**Run 1: clock wires, drivers and flops**

The bar under the picture is 20 um long.
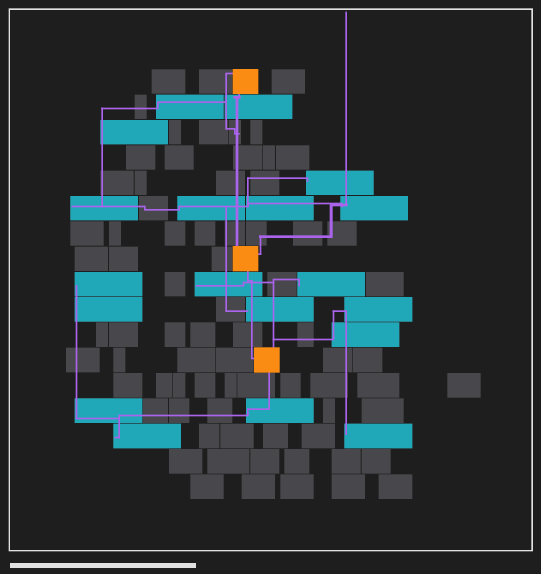
**Run 1: clock routing**

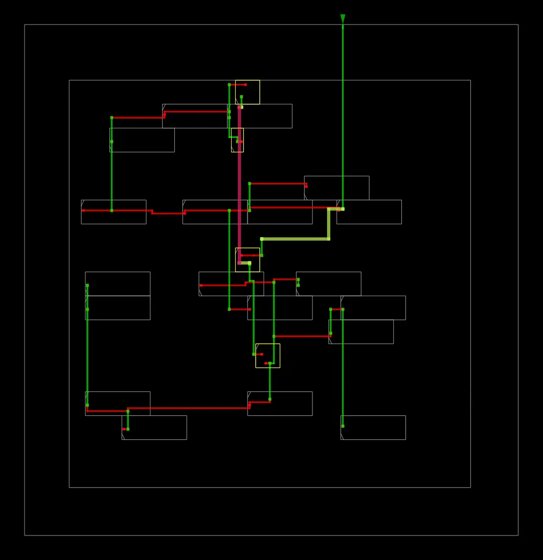
**Run 1: gate-type map**

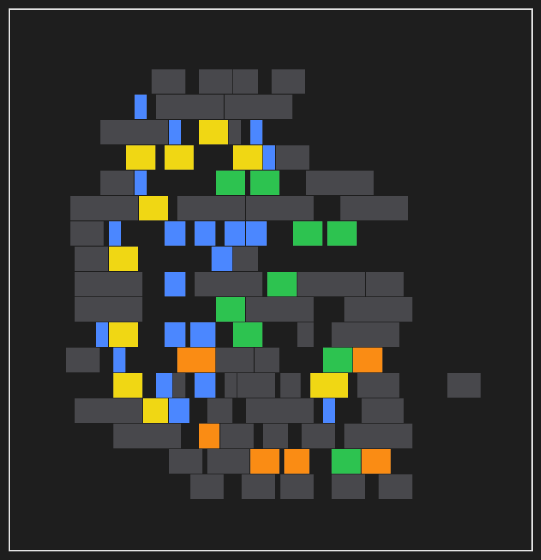
`src/rtl/deser_register.sv`:
```
// deser_register: serial-to-parallel capture register.
// Bits accepted one per cycle are shifted into an internal register. The
// WIDTH-th bit completes the word, which is loaded straight into the
// output slot q together with that bit, and then offered downstream with
// a valid/ready handshake. Only the completing bit is ever held off by
// backpressure, so a completed word can never be lost.
module deser_register #(
    parameter int WIDTH     = 8,
    parameter bit MSB_FIRST = 1'b0
) (
    input  logic                     clk,
    input  logic                     rst,
    input  logic                     d,
    input  logic                     d_valid,
    output logic                     d_ready,
    input  logic                     flush,
    output logic [WIDTH-1:0]         q,
    output logic                     q_valid,
    input  logic                     q_ready,
    output logic [$clog2(WIDTH)-1:0] fill
);

    localparam int                FILL_W = $clog2(WIDTH);
    localparam logic [FILL_W-1:0] LAST   = FILL_W'(WIDTH - 1);

    // Shift one bit into the partial word. LSB-first shifts right so the
    // first bit ends up in bit 0; MSB-first shifts left so it ends up in
    // the top bit.
    function automatic logic [WIDTH-1:0] shift_in(
        input logic [WIDTH-1:0] cur,
        input logic             b
    );
        logic [WIDTH-1:0] res;
        if (MSB_FIRST) begin
            res = {cur[WIDTH-2:0], b};
        end else begin
            res = {b, cur[WIDTH-1:1]};
        end
        return res;
    endfunction

    // Partial-word shift register (not visible outside the block).
    logic [WIDTH-1:0]  sreg;

    // Next-state values.
    logic [WIDTH-1:0]  sreg_nxt;
    logic [FILL_W-1:0] fill_nxt;
    logic [WIDTH-1:0]  q_nxt;
    logic              q_valid_nxt;

    // Handshake decode.
    logic              last_bit;
    logic              stall;
    logic              accept;
    logic              complete;
    logic              consume;
    logic [WIDTH-1:0]  shifted;

    // The next accepted bit completes the word.
    assign last_bit = (fill == LAST);

    // A completing bit must wait while the output slot is full and not
    // draining this cycle; earlier bits never wait.
    assign stall    = last_bit && q_valid && !q_ready;

    // d_ready is combinational on q_ready so the stall releases on the very
    // edge the downstream consumes the held word. Held low during reset.
    assign d_ready  = rst && !stall;

    // flush wins over a same-cycle input bit, which is simply dropped.
    assign accept   = d_valid && d_ready && !flush;
    assign complete = accept && last_bit;
    assign consume  = q_valid && q_ready;

    // Partial word with the incoming bit included; on completion this is
    // exactly the word that lands in q.
    assign shifted  = shift_in(sreg, d);

    // Next-state logic for the shift register, fill counter and output slot.
    always_comb begin
        sreg_nxt    = sreg;
        fill_nxt    = fill;
        q_nxt       = q;
        q_valid_nxt = q_valid;

        if (flush) begin
            // Discard the partial word only; the output slot is untouched.
            sreg_nxt = '0;
            fill_nxt = '0;
        end else if (accept) begin
            if (last_bit) begin
                sreg_nxt = '0;
                fill_nxt = '0;
            end else begin
                sreg_nxt = shifted;
                fill_nxt = fill + FILL_W'(1);
            end
        end

        // A load on the same edge as a consume keeps q_valid high, giving
        // back-to-back words without a bubble.
        if (complete) begin
            q_nxt       = shifted;
            q_valid_nxt = 1'b1;
        end else if (consume) begin
            q_valid_nxt = 1'b0;
        end
    end

    // State registers with synchronous active-low reset.
    always_ff @(posedge clk) begin
        if (!rst) begin
            sreg    <= '0;
            fill    <= '0;
            q       <= '0;
            q_valid <= 1'b0;
        end else begin
            sreg    <= sreg_nxt;
            fill    <= fill_nxt;
            q       <= q_nxt;
            q_valid <= q_valid_nxt;
        end
    end

endmodule

```
`config.mk`:
```
export PLATFORM = sky130hd
export DESIGN_NAME = deser_register
export DESIGN_NICKNAME = d
export VERILOG_FILES = /design/src/rtl/deser_register.sv
export SDC_FILE = /design/constraint.sdc
export NUM_CORES = 1
export LEC_CHECK = 0
export CORE_AREA = 5 5 51 53
export DETAILED_ROUTE_END_ITERATION = 7
export DIE_AREA = 0 0 56 58
export GPL_TIMING_DRIVEN = 0
export PLACE_DENSITY = 0.68
export SYNTH_ARGS = -nofsm -noshare
export SYNTH_HDL_FRONTEND = slang
export SYNTH_SLANG_ARGS = --single-unit
export TNS_END_PERCENT = 1
```
`constraint.sdc`:
```
create_clock -name clk -period 2.3 [get_ports clk]
set_input_delay 0.46 -clock clk [delete_from_list [all_inputs] [get_ports clk]]
set_output_delay 0.46 -clock clk [all_outputs]
set_load 0.01 [all_outputs]
```
==> job_summary.md, run 1 <==
## PnR job results

| Metric | Value |
|---|---|
| Slack of the critical path | `0.382 ns` |
| Power share of the combinational group | `6.2%` |
| Synth async-reset ratio | `0%` |
| Synth cell types | `22` |
| Routed length per instance | `12.8 um` |
| Drt first-iter violations | `7` |
| First-pass GRT wire length | `between 2000 and 3000 um` |
| Resized cells post-CTS | `2` |
| Final Routed Wirelength | `1600 um` |
| Routed length on met1 | `747 um` |
| Buf+Inv Stages, Crit Path | `1` |
| Minimum clock period | `approximately 1.9 ns` |
| Top cells by count | `19 x dfxtp_1, 9 x nand2_1, 8 x nand4_1, 8 x o21ai_2, 7 x a22o_1` |
| Die Ht | `58 um` |
| Most numerous logic cells after layout | `19 x dfxtp_1, 17 x clkdlybuf4s50_1, 9 x nand2_1, 8 x nand4_1, 8 x o21ai_2` |
| DRC errors left | `0` |
| Drt first pass iters | `4` |
| Pins over their slew limit | `0` |
| CP top delay family | `flip-flops` |
| Sw frac | `22.1%` |
| Top-count cell post-synth | `dfxtp_1` |
| Gr ovfl total | `0` |
| Non-clock buffer share | `22.4%` |
| Worst min-delay path class | `reg -> reg` |
| Seq area share | `36.6%` |
| Die area | `3250 um^2` |
| P per Cell Area | `516 nW/um^2` |
| Antenna Cells | `0` |
| Worst ir drop on vdd | `~0.24 mV` |
| Worst slew margin | `75.2%` |
| Initial antenna violation count | `0` |
| Hold_buf cts | `0` |
| CTS Buffer Depth | `2` |
| Status | `finished, final reports clean` |
| Mapped Area | `slightly below 800 um^2` |
| Mux share | `between 1 and 1.5%` |
| Placed Area | `998 um^2` |
| Worst min-delay path endpoint | `q[4]` |
-- 'clock wires, drivers and flops' (at the start) --
Key: clock-net drivers = orange [count 3]; clock wires = purple [length 247 um]; flip-flops = cyan [count 19]
There are 4 routed clock nets.
clock power share: 31.7%
Worst Skew: 0.00121 ns
P_clk: 170 uW

-- 'clock routing' (at the start) --
flip-flop and latch count: 19
CTS sink cnt: 19
worst-skew pair later-pin latency: 0.29 ns
TritonCTS Buffers: 3

-- 'gate-type map' (at the start) --
Key: nand cells = blue [cells 20]; non-inverting ao/oa cells = green [cells 9, where middle]; and/or cells = orange [cells 6, where bottom middle]; aoi and oai cells = yellow [cells 10]
Comb/total area: 35.1%
most frequent logic cell in the layout: dfxtp_1
non-filler cells, final: 125

==> run 1: power groups by stage <==
stage,clock network (mW),logic (mW),registers [mW]
floorplan,0,0.0152,0.340
global placement,0,0.0324,0.340
detailed placement,0,0.0331,0.340
CTS,0.176,0.0340,0.333
global route,0.192,0.0359,0.333
finish,0.170,0.0334,0.332
==> run 1: routing by layer <==
metal | track usage (%) | vias to the layer above
li1 | - | 320
met2 | 16.9 | 9
met4 | 8.14 | 0
met3 | 1.56 | 2
met1 | 12.1 | 293
met5 | 0 | -
==> run 1: sequential cells by signal, indices dropped and copies added, names as in the netlist <==
signal and cells:
fill 3, q_valid 1, q 8, sreg 7
==> run 2: changes to the inputs <==
==> constraint.sdc (replaced) <==
create_clock -name clk -period 1.9 [get_ports clk]
set_input_delay 0.38 -clock clk [delete_from_list [all_inputs] [get_ports clk]]
set_output_delay 0.38 -clock clk [all_outputs]
set_load 0.01 [all_outputs]
**Run 2: drive-strength map**

The bar under the picture is 20 um long.
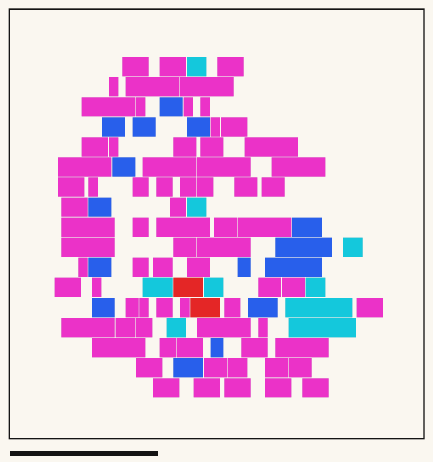
Key: x3 and x4 = cyan [cells 9, share 9.1%]; x2 = blue [cells 15, share 15%]; x6 and larger = red [cells 2, share 2.0%]; x1 and smaller = magenta [cells 73, share 74%]
post-route cell area: 1080 um^2
count of non-CTS buffers in the layout: 27

**Run 2: gate-type map**

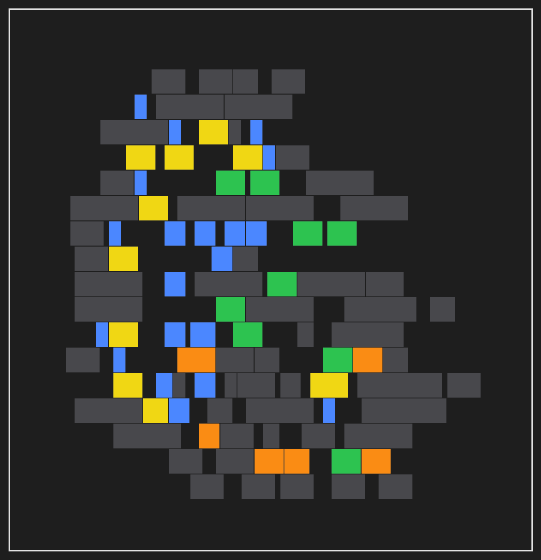
Key: nand cells = blue [cells 20]; aoi and oai cells = yellow [cells 10]; non-inverting ao/oa cells = green [cells 9, where middle]; and/or cells = orange [cells 6, where bottom middle]
non-filler cells, final: 127
Comb/total area: 36.1%

==> run 2 against run 1 <==
Against the previous run: final area rose by 3.7%; register-to-register slack got worse by 0.30 ns; largest cell class is now combinational gates; first-iteration DRC count fell by 29%; cell count rose by 1.6%; count of clock-buffer cells in the layout did not move; sequential power rose by 21%.
==> job_summary.md, run 2 <==
## PnR job results

| Metric | Value |
|---|---|
| Placed Area | `approximately 1000 um^2` |
| CTS Buffer Depth | `2` |
| Routed length per instance | `12.6 um` |
| Worst Skew | `around 0.0014 ns` |
| Worst min-delay path class | `reg -> reg` |
| Synth cell types | `22` |
| Synth async-reset ratio | `0%` |
| Pins over their slew limit | `0` |
| Top cells by count | `19 x dfxtp_1, 9 x nand2_1, 8 x nand4_1, 8 x o21ai_2, 7 x a22o_1` |
| Minimum clock period | `roughly 1.8 ns` |
| CTS sink cnt | `19` |
| Hold_buf cts | `0` |
| DRC errors left | `0` |
| Most numerous logic cells after layout | `17 x dfxtp_1, 17 x clkdlybuf4s50_1, 9 x nand2_1, 8 x nand4_1, 8 x o21ai_2` |
| Worst slew margin | `75.2%` |
| Met3 Track Usage GR | `under 10%` |
| TritonCTS Buffers | `3` |
| Status | `finished, final reports clean` |
| Most Crowded Layer GR | `met2` |
| Initial antenna violation count | `0` |
| P per Cell Area | `604 nW/um^2` |
| Biggest regs | `q: 8 flops, sreg: 7 flops, fill: 3 flops` |
| M1 GR Usage | `12.1%` |
| Mapped Area | `783 um^2` |
run 2: critical path: stages:
cell	delay [ns]
clkdlybuf4s50_1	0.48
clkbuf_2	0.22
and2_1	0.15
clkdlybuf4s15_2	0.21
run 2: area by class of cell:
cell class	count	area, um^2
buffer	6	40.0
clock buffer	4	26.3
sequential	19	383
tap	28	35.0
fill	194	1030
multi-input combinational	49	389
timing repair buffer	21	204
run 2: kinds of logic after synthesis:
logic type	share of synthesized area, %
DFF	48.6
adders and majority gates	3.19
and+or+nand+nor	20.4
muxes	1.44
AOI/OAI and AO/OA	21.4
buffers and inverters	4.95
run 2: report_power, final:
part / switching [mW] / internal (mW)
Sequential: 0.00252 / 0.401
Clock: 0.123 / 0.0817
Combinational: 0.0182 / 0.0241
Total: 0.144 / 0.507
Power is estimated from default activity; no workload was simulated.
